### config.mk
export PLATFORM = sky130hd
export DESIGN_NAME = maxpool_controller_flat
export DESIGN_NICKNAME = d
export VERILOG_FILES = /design/src/rtl/maxpool_controller_if.sv /design/src/rtl/maxpool_controller.sv /design/src/flat_wrapper.sv
export SDC_FILE = /design/constraint.sdc
export NUM_CORES = 1
export LEC_CHECK = 0
export ABC_AREA = 1
export CAP_MARGIN = 20
export CELL_PAD_IN_SITES_DETAIL_PLACEMENT = 1
export CELL_PAD_IN_SITES_GLOBAL_PLACEMENT = 2
export CORE_MARGIN = 3
export CORE_UTILIZATION = 30
export CTS_BUF_LIST = sky130_fd_sc_hd__clkbuf_8
export DETAILED_ROUTE_END_ITERATION = 8
export PLACE_DENSITY_LB_ADDON = 0.2
export SYNTH_ARGS = -nofsm -noshare
export SYNTH_HDL_FRONTEND = slang
export SYNTH_SLANG_ARGS = --single-unit
### constraint.sdc
create_clock -name clk -period 3 [get_ports clk]
set_clock_uncertainty 0.1 [all_clocks]
set_input_delay 0.6 -clock clk [delete_from_list [all_inputs] [get_ports clk]]
set_output_delay 0.6 -clock clk [all_outputs]
set_load 0.05 [all_outputs]
### src/rtl/maxpool_controller_if.sv
// Handshake and RAM-port bundle for maxpool_controller.
// master: the pooling sequencer; slave: top-level controller plus both RAMs.
interface maxpool_controller_if #(
    parameter int unsigned DATA_W    = 16,
    parameter int unsigned RD_ADDR_W = 12,
    parameter int unsigned WR_ADDR_W = 10
);
    logic                        pool_start;
    logic                        pool_done;
    logic                        busy;
    logic                        rd_en;
    logic [RD_ADDR_W-1:0]        rd_addr;
    logic signed [DATA_W-1:0]    rd_data;
    logic                        wr_en;
    logic [WR_ADDR_W-1:0]        wr_addr;
    logic signed [DATA_W-1:0]    wr_data;

    modport master (
        input  pool_start, rd_data,
        output pool_done, busy, rd_en, rd_addr, wr_en, wr_addr, wr_data
    );

    modport slave (
        output pool_start, rd_data,
        input  pool_done, busy, rd_en, rd_addr, wr_en, wr_addr, wr_data
    );
endinterface

### src/rtl/maxpool_controller.sv
// 2x2 / stride-2 max pooling sequencer over an interleaved conv result RAM.
// Define POOL_RELU_EN to clamp negative pooled results to zero on write.
module maxpool_controller #(
    parameter int unsigned DATA_W      = 16,
    parameter int unsigned MAP_W       = 26,
    parameter int unsigned MAP_H       = 26,
    parameter int unsigned NUM_FILTERS = 4,
    parameter int unsigned RD_ADDR_W   = 12,
    parameter int unsigned WR_ADDR_W   = 10
) (
    input  logic                 clk,
    input  logic                 rst_n,
    maxpool_controller_if.master bus_io
);
    localparam int unsigned PW = MAP_W / 2;
    localparam int unsigned PH = MAP_H / 2;
    localparam int unsigned FW = (NUM_FILTERS > 1) ? $clog2(NUM_FILTERS) : 1;
    localparam int unsigned CW = (PW > 1) ? $clog2(PW) : 1;
    localparam int unsigned RW = (PH > 1) ? $clog2(PH) : 1;

    typedef enum logic [2:0] {StIdle, StRead, StLast, StWrite, StDone} state_e;

    state_e                   state_q;
    logic [1:0]               k_q;
    logic [FW-1:0]            f_q;
    logic [CW-1:0]            pc_q;
    logic [RW-1:0]            pr_q;
    logic [WR_ADDR_W-1:0]     wcnt_q;
    logic signed [DATA_W-1:0] max_q;

    logic                     pool_done_q;
    logic                     busy_q;
    logic                     rd_en_q;
    logic [RD_ADDR_W-1:0]     rd_addr_q;
    logic                     wr_en_q;
    logic [WR_ADDR_W-1:0]     wr_addr_q;
    logic signed [DATA_W-1:0] wr_data_q;

    logic                     f_last, pc_last, pr_last, out_last;
    logic [FW-1:0]            f_nxt;
    logic [CW-1:0]            pc_nxt;
    logic [RW-1:0]            pr_nxt;
    logic [RD_ADDR_W-1:0]     tl_cur, tl_nxt, rd_addr_nxt;
    logic signed [DATA_W-1:0] max_upd, pooled;

    function automatic logic [RD_ADDR_W-1:0] tl_addr(input int unsigned pr,
                                                    input int unsigned pc,
                                                    input int unsigned f);
        return RD_ADDR_W'((2 * pr * MAP_W + 2 * pc) * NUM_FILTERS + f);
    endfunction

    // Offset of tap k from the top-left tap: TL, TR, BL, BR.
    function automatic logic [RD_ADDR_W-1:0] tap_offset(input logic [1:0] k);
        case (k)
            2'd0:    return '0;
            2'd1:    return RD_ADDR_W'(NUM_FILTERS);
            2'd2:    return RD_ADDR_W'(MAP_W * NUM_FILTERS);
            default: return RD_ADDR_W'((MAP_W + 1) * NUM_FILTERS);
        endcase
    endfunction

    always_comb begin
        f_last   = (f_q == FW'(NUM_FILTERS - 1));
        pc_last  = (pc_q == CW'(PW - 1));
        pr_last  = (pr_q == RW'(PH - 1));
        out_last = f_last && pc_last && pr_last;

        f_nxt  = f_last ? '0 : f_q + FW'(1);
        pc_nxt = pc_q;
        if (f_last) pc_nxt = pc_last ? '0 : pc_q + CW'(1);
        pr_nxt = pr_q;
        if (f_last && pc_last) pr_nxt = pr_last ? '0 : pr_q + RW'(1);

        tl_cur      = tl_addr(32'(pr_q), 32'(pc_q), 32'(f_q));
        tl_nxt      = tl_addr(32'(pr_nxt), 32'(pc_nxt), 32'(f_nxt));
        rd_addr_nxt = tl_cur + tap_offset(k_q + 2'd1);

        // Strict compare so ties keep the value already held.
        max_upd = (bus_io.rd_data > max_q) ? bus_io.rd_data : max_q;
`ifdef POOL_RELU_EN
        pooled = max_upd[DATA_W-1] ? '0 : max_upd;
`else
        pooled = max_upd;
`endif
    end

    always_ff @(posedge clk) begin
        if (!rst_n) begin
            state_q     <= StIdle;
            k_q         <= '0;
            f_q         <= '0;
            pc_q        <= '0;
            pr_q        <= '0;
            wcnt_q      <= '0;
            max_q       <= '0;
            pool_done_q <= 1'b0;
            busy_q      <= 1'b0;
            rd_en_q     <= 1'b0;
            rd_addr_q   <= '0;
            wr_en_q     <= 1'b0;
            wr_addr_q   <= '0;
            wr_data_q   <= '0;
        end else begin
            pool_done_q <= 1'b0;
            unique case (state_q)
                StIdle: begin
                    if (bus_io.pool_start) begin
                        state_q   <= StRead;
                        k_q       <= '0;
                        f_q       <= '0;
                        pc_q      <= '0;
                        pr_q      <= '0;
                        wcnt_q    <= '0;
                        busy_q    <= 1'b1;
                        rd_en_q   <= 1'b1;
                        rd_addr_q <= '0;
                    end
                end
                StRead: begin
                    // Read data lags rd_en by one cycle: TL arrives while k=1.
                    if (k_q == 2'd1) begin
                        max_q <= bus_io.rd_data;
                    end else if (k_q != 2'd0) begin
                        max_q <= max_upd;
                    end
                    if (k_q == 2'd3) begin
                        state_q <= StLast;
                        rd_en_q <= 1'b0;
                    end else begin
                        k_q       <= k_q + 2'd1;
                        rd_addr_q <= rd_addr_nxt;
                    end
                end
                StLast: begin
                    state_q   <= StWrite;
                    wr_en_q   <= 1'b1;
                    wr_addr_q <= wcnt_q;
                    wr_data_q <= pooled;
                end
                StWrite: begin
                    wr_en_q <= 1'b0;
                    wcnt_q  <= wcnt_q + WR_ADDR_W'(1);
                    if (out_last) begin
                        state_q     <= StDone;
                        pool_done_q <= 1'b1;
                    end else begin
                        state_q   <= StRead;
                        k_q       <= '0;
                        f_q       <= f_nxt;
                        pc_q      <= pc_nxt;
                        pr_q      <= pr_nxt;
                        rd_en_q   <= 1'b1;
                        rd_addr_q <= tl_nxt;
                    end
                end
                StDone: begin
                    state_q <= StIdle;
                    busy_q  <= 1'b0;
                end
                default: state_q <= StIdle;
            endcase
        end
    end

    assign bus_io.pool_done = pool_done_q;
    assign bus_io.busy      = busy_q;
    assign bus_io.rd_en     = rd_en_q;
    assign bus_io.rd_addr   = rd_addr_q;
    assign bus_io.wr_en     = wr_en_q;
    assign bus_io.wr_addr   = wr_addr_q;
    assign bus_io.wr_data   = wr_data_q;
endmodule

### src/flat_wrapper.sv
// flat-port wrapper written by rule: the top's interface ports become plain ports
module maxpool_controller_flat 
#(
    parameter int unsigned DATA_W      = 16,
    parameter int unsigned MAP_W       = 26,
    parameter int unsigned MAP_H       = 26,
    parameter int unsigned NUM_FILTERS = 4,
    parameter int unsigned RD_ADDR_W   = 12,
    parameter int unsigned WR_ADDR_W   = 10
)
  (clk, rst_n, bus_io_pool_start, bus_io_rd_data, bus_io_pool_done, bus_io_busy, bus_io_rd_en, bus_io_rd_addr, bus_io_wr_en, bus_io_wr_addr, bus_io_wr_data);
  maxpool_controller_if #(.DATA_W(DATA_W), .RD_ADDR_W(RD_ADDR_W), .WR_ADDR_W(WR_ADDR_W)) bus_io_i ();
  input  logic clk;
  input  logic rst_n;
  input wire logic [$bits(bus_io_i.pool_start)-1:0] bus_io_pool_start;
  input wire logic [$bits(bus_io_i.rd_data)-1:0] bus_io_rd_data;
  output wire logic [$bits(bus_io_i.pool_done)-1:0] bus_io_pool_done;
  output wire logic [$bits(bus_io_i.busy)-1:0] bus_io_busy;
  output wire logic [$bits(bus_io_i.rd_en)-1:0] bus_io_rd_en;
  output wire logic [$bits(bus_io_i.rd_addr)-1:0] bus_io_rd_addr;
  output wire logic [$bits(bus_io_i.wr_en)-1:0] bus_io_wr_en;
  output wire logic [$bits(bus_io_i.wr_addr)-1:0] bus_io_wr_addr;
  output wire logic [$bits(bus_io_i.wr_data)-1:0] bus_io_wr_data;
  assign bus_io_i.pool_start = bus_io_pool_start;
  assign bus_io_i.rd_data = bus_io_rd_data;
  assign bus_io_pool_done = bus_io_i.pool_done;
  assign bus_io_busy = bus_io_i.busy;
  assign bus_io_rd_en = bus_io_i.rd_en;
  assign bus_io_rd_addr = bus_io_i.rd_addr;
  assign bus_io_wr_en = bus_io_i.wr_en;
  assign bus_io_wr_addr = bus_io_i.wr_addr;
  assign bus_io_wr_data = bus_io_i.wr_data;
  maxpool_controller #(.DATA_W(DATA_W), .MAP_W(MAP_W), .MAP_H(MAP_H), .NUM_FILTERS(NUM_FILTERS), .RD_ADDR_W(RD_ADDR_W), .WR_ADDR_W(WR_ADDR_W)) u_core (.clk(clk), .rst_n(rst_n), .bus_io(bus_io_i));
endmodule
Fig. 1: run 1, clock distribution
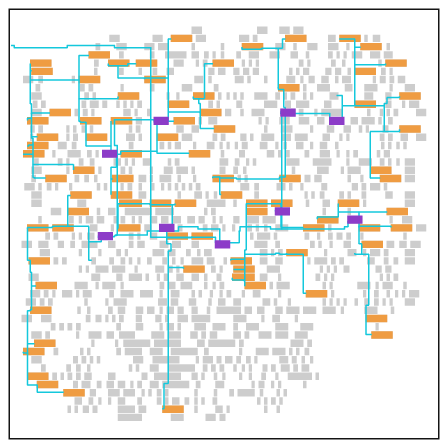
[purple] clock-net drivers | count: 9
[cyan] clock wires | length: 1,310 um
[orange] flip-flops | count: 83
routed clock nets: 10

Fig. 2: run 1, the clock network
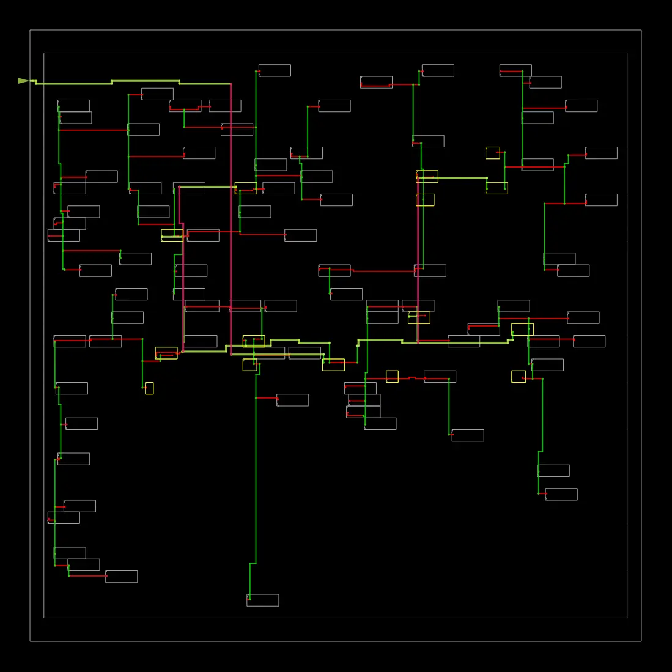
clock net sink count: 83
Latency at later pin: 0.37 ns
total CTS buffers: 9

==> results_slide.txt, run 1 <==
Synthesis and Place & Route Summary

Worst setup path
  – Maximum net fanout on the critical path: 7
  – Most repeated library cell on the critical path: sky130_fd_sc_hd__ha_4
  – End of the worst register-to-register path: u_core.bus_io.rd_addr[11]
  – Startpoint of the lowest-slack register-to-register path: u_core.pc_q[0]
  – Cells traversed along the worst timing path: inv_2, ha_4, nand3_4, nor2_4, nand3_2, xor2_1, nor2_2, ha_4, ha_4, ha_4, a21oi_2, nand2_2, xor2_2, and3_4, nand3b_1, nand3_1, nand3_1, nand2_1, inv_1
  – Worst setup EP type: flop
  – Number of buffers and inverters on the critical path: 2
  – Launching instance or port of the critical path: u_core.pc_q[0]
  – Worst setup SP type: flop
  – CP max stage delay: 0.33 ns

Finish
  – Non-Filler Instances: 1,109
  – Net total in the final layout: 963
  – Number of logic inverters in the finished layout: 105
  – Nonclk buf count: 129
  – Count of clock-net buffers in the final layout: 9
  – Multi-input logic cell count: 552
  – Portion of the layout cell area used by non-clock buffers: 16.0%

Route
  – Post-detailed-routing wire length: 17,700 um
  – Total number of vias: 5,532
  – Highest routing layer actually used: met4
  – Number of iterations in the first detailed-routing pass: 4
  – Detail Route Antenna Nets: 0
  – DRC violations left: 0
  – Initial DRC Count: 186

Clock network
  – Cell resize tally after clock tree synthesis: 8
  – Setup Fix Bufs, Post-CTS: 7
  – Clock tree from TritonCTS: yes
  – Buffer cell driving the clock tree root: sky130_fd_sc_hd__clkbuf_8
  – Maximum buffer depth of the clock tree: 2

Yosys
  – Ys flops: 83
  – Most common flop cell mapped by yosys: sky130_fd_sc_hd__dfxtp_1
  – Area reported by Yosys stat: 5490 um^2
  – Sequential area share after synthesis: 30.3%
  – Area contributors post-synth: sky130_fd_sc_hd__dfxtp_1, sky130_fd_sc_hd__ha_1, sky130_fd_sc_hd__nand2_1, sky130_fd_sc_hd__inv_1, sky130_fd_sc_hd__nand3_1
  – Post-synthesis cell area: 5490 um^2
  – Share of synthesized area spent on multiplexers: 0%
  – Post-Synth AOI/OAI Area: 16.2%
  – Async SR Flop Fraction: 0%
  – Number of library cell types mapped by synthesis: 45

Power and ir drop
  – Power Total: 2.73 mW
  – Leak: 3.16 nW
  – Net switching power of the design: 996 uW
  – Sequential share of power: 44.0%
  – VDD IR max: 0.236 mV
  – Leading power group: sequential cells

Run status
  – Run status: finished, violations left
  – Violated checks: setup timing

Worst hold path
  – Hold WC Path Type: reg -> reg
  – Launch instance of the worst min-delay path: u_core.bus_io.busy
  – Hold depth: 2

Global route
  – First-pass GRT wire length: 29,500 um
  – GR Util All Layers: 18.0%

Die
  – Chip footprint: 20,000 um^2
  – Placement row count: 48
  – Core box area: 17,600 um^2
  – Boundary pin count: 61

STA
  – Final worst slack: -0.248 ns
  – Unrepaired setup endpoints after global routing: true
  – Number of failing setup endpoints in the final timing report: 4
  – Crit share post-route: 108%

Placed design
  – Placement-stage cell area: 6780 um^2
Fig. 3: run 1, cell classes on the final placement
The bar under the picture is 50 um long.
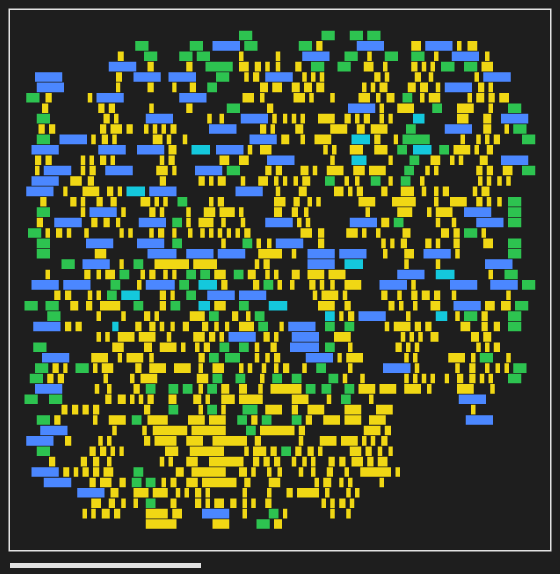
[green] remaining buffers and delay cells | cells: 129 | share of their area: 17%
[cyan] clock drivers and dummy loads | cells: 15 | share of their area: 2.5%
[blue] registers | cells: 83 | share of their area: 24%
[yellow] remaining logic cells | cells: 657 | share of their area: 57%

Fig. 4: run 1, cell sizes after repair
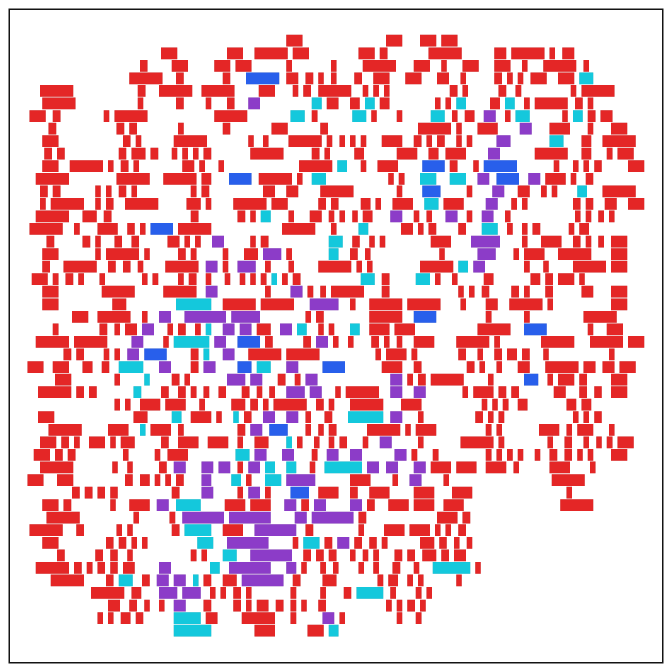
[cyan] x2 | cells: 60
[red] x1 and smaller | cells: 719
[blue] x6 and larger | cells: 16
[purple] x3 and x4 | cells: 89

==> run 1 -> run 2 <==
--- a/config.mk
+++ b/config.mk
@@ -14,6 +14,7 @@
 export CTS_BUF_LIST = sky130_fd_sc_hd__clkbuf_8
 export DETAILED_ROUTE_END_ITERATION = 8
 export PLACE_DENSITY_LB_ADDON = 0.2
+export SKIP_LAST_GASP = 1
 export SYNTH_ARGS = -nofsm -noshare
 export SYNTH_HDL_FRONTEND = slang
 export SYNTH_SLANG_ARGS = --single-unit
Fig. 5: run 2, clock distribution
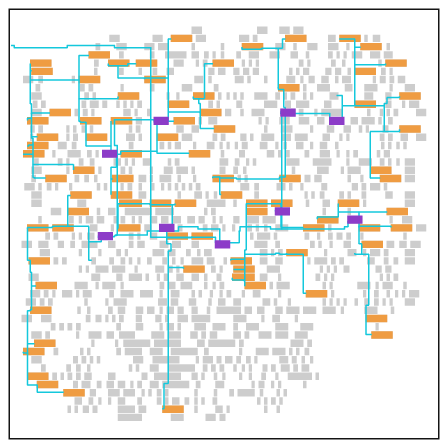
[orange] flip-flops | count: 83
[purple] clock-net drivers | count: 9
[cyan] clock wires | length: 1,310 um
routed clock nets: 10

==> results_slide.txt, run 2 <==
Synthesis and Place & Route Summary

Run status
  – Run status: finished, violations left
  – Violated checks: setup timing

Worst setup path
  – Cells traversed along the worst timing path: inv_2, ha_4, nand3_4, nor2_4, nand3_2, xor2_1, nor2_2, ha_4, ha_4, ha_4, a21oi_2, nand2_2, xor2_2, and3_4, nand3b_1, nand3_1, nand3_1, nand2_1, inv_1
  – Startpoint of the lowest-slack register-to-register path: u_core.pc_q[0]
  – Number of buffers and inverters on the critical path: 2
  – Worst setup SP type: flop
  – Launching instance or port of the critical path: u_core.pc_q[0]
  – Maximum net fanout on the critical path: 7

Finish
  – Non-Filler Instances: 1,109
  – Net total in the final layout: 963
  – Nonclk buf count: 129
  – Portion of the layout cell area used by non-clock buffers: 16.0%
  – Count of clock-net buffers in the final layout: 9

Clock network
  – Buffer cell driving the clock tree root: sky130_fd_sc_hd__clkbuf_8
  – Maximum buffer depth of the clock tree: 2
  – Total CTS buffers: 9

STA
  – Unrepaired setup endpoints after global routing: true
  – Number of failing setup endpoints in the final timing report: 4
  – Final worst slack: -0.248 ns

Yosys
  – Sequential area share after synthesis: 30.3%
  – Area contributors post-synth: sky130_fd_sc_hd__dfxtp_1, sky130_fd_sc_hd__ha_1, sky130_fd_sc_hd__nand2_1, sky130_fd_sc_hd__inv_1, sky130_fd_sc_hd__nand3_1
  – Area reported by Yosys stat: 5490 um^2
  – Ys flops: 83
  – Post-Synth AOI/OAI Area: 16.2%
  – Most common flop cell mapped by yosys: sky130_fd_sc_hd__dfxtp_1

Route
  – Total number of vias: 5,532
  – DRC violations left: 0
  – Initial DRC Count: 186
  – Highest routing layer actually used: met4
  – Number of iterations in the first detailed-routing pass: 4
  – Detail Route Antenna Nets: 0

Global route
  – GR Util All Layers: 18.0%

Die
  – Core box area: 17,600 um^2
  – Placement row count: 48
  – Chip footprint: 20,000 um^2

Power and ir drop
  – VDD IR max: 0.236 mV

Worst hold path
  – Launch instance of the worst min-delay path: u_core.bus_io.busy
  – Hold WC Path Type: reg -> reg
Power is estimated from default activity; no workload was simulated.
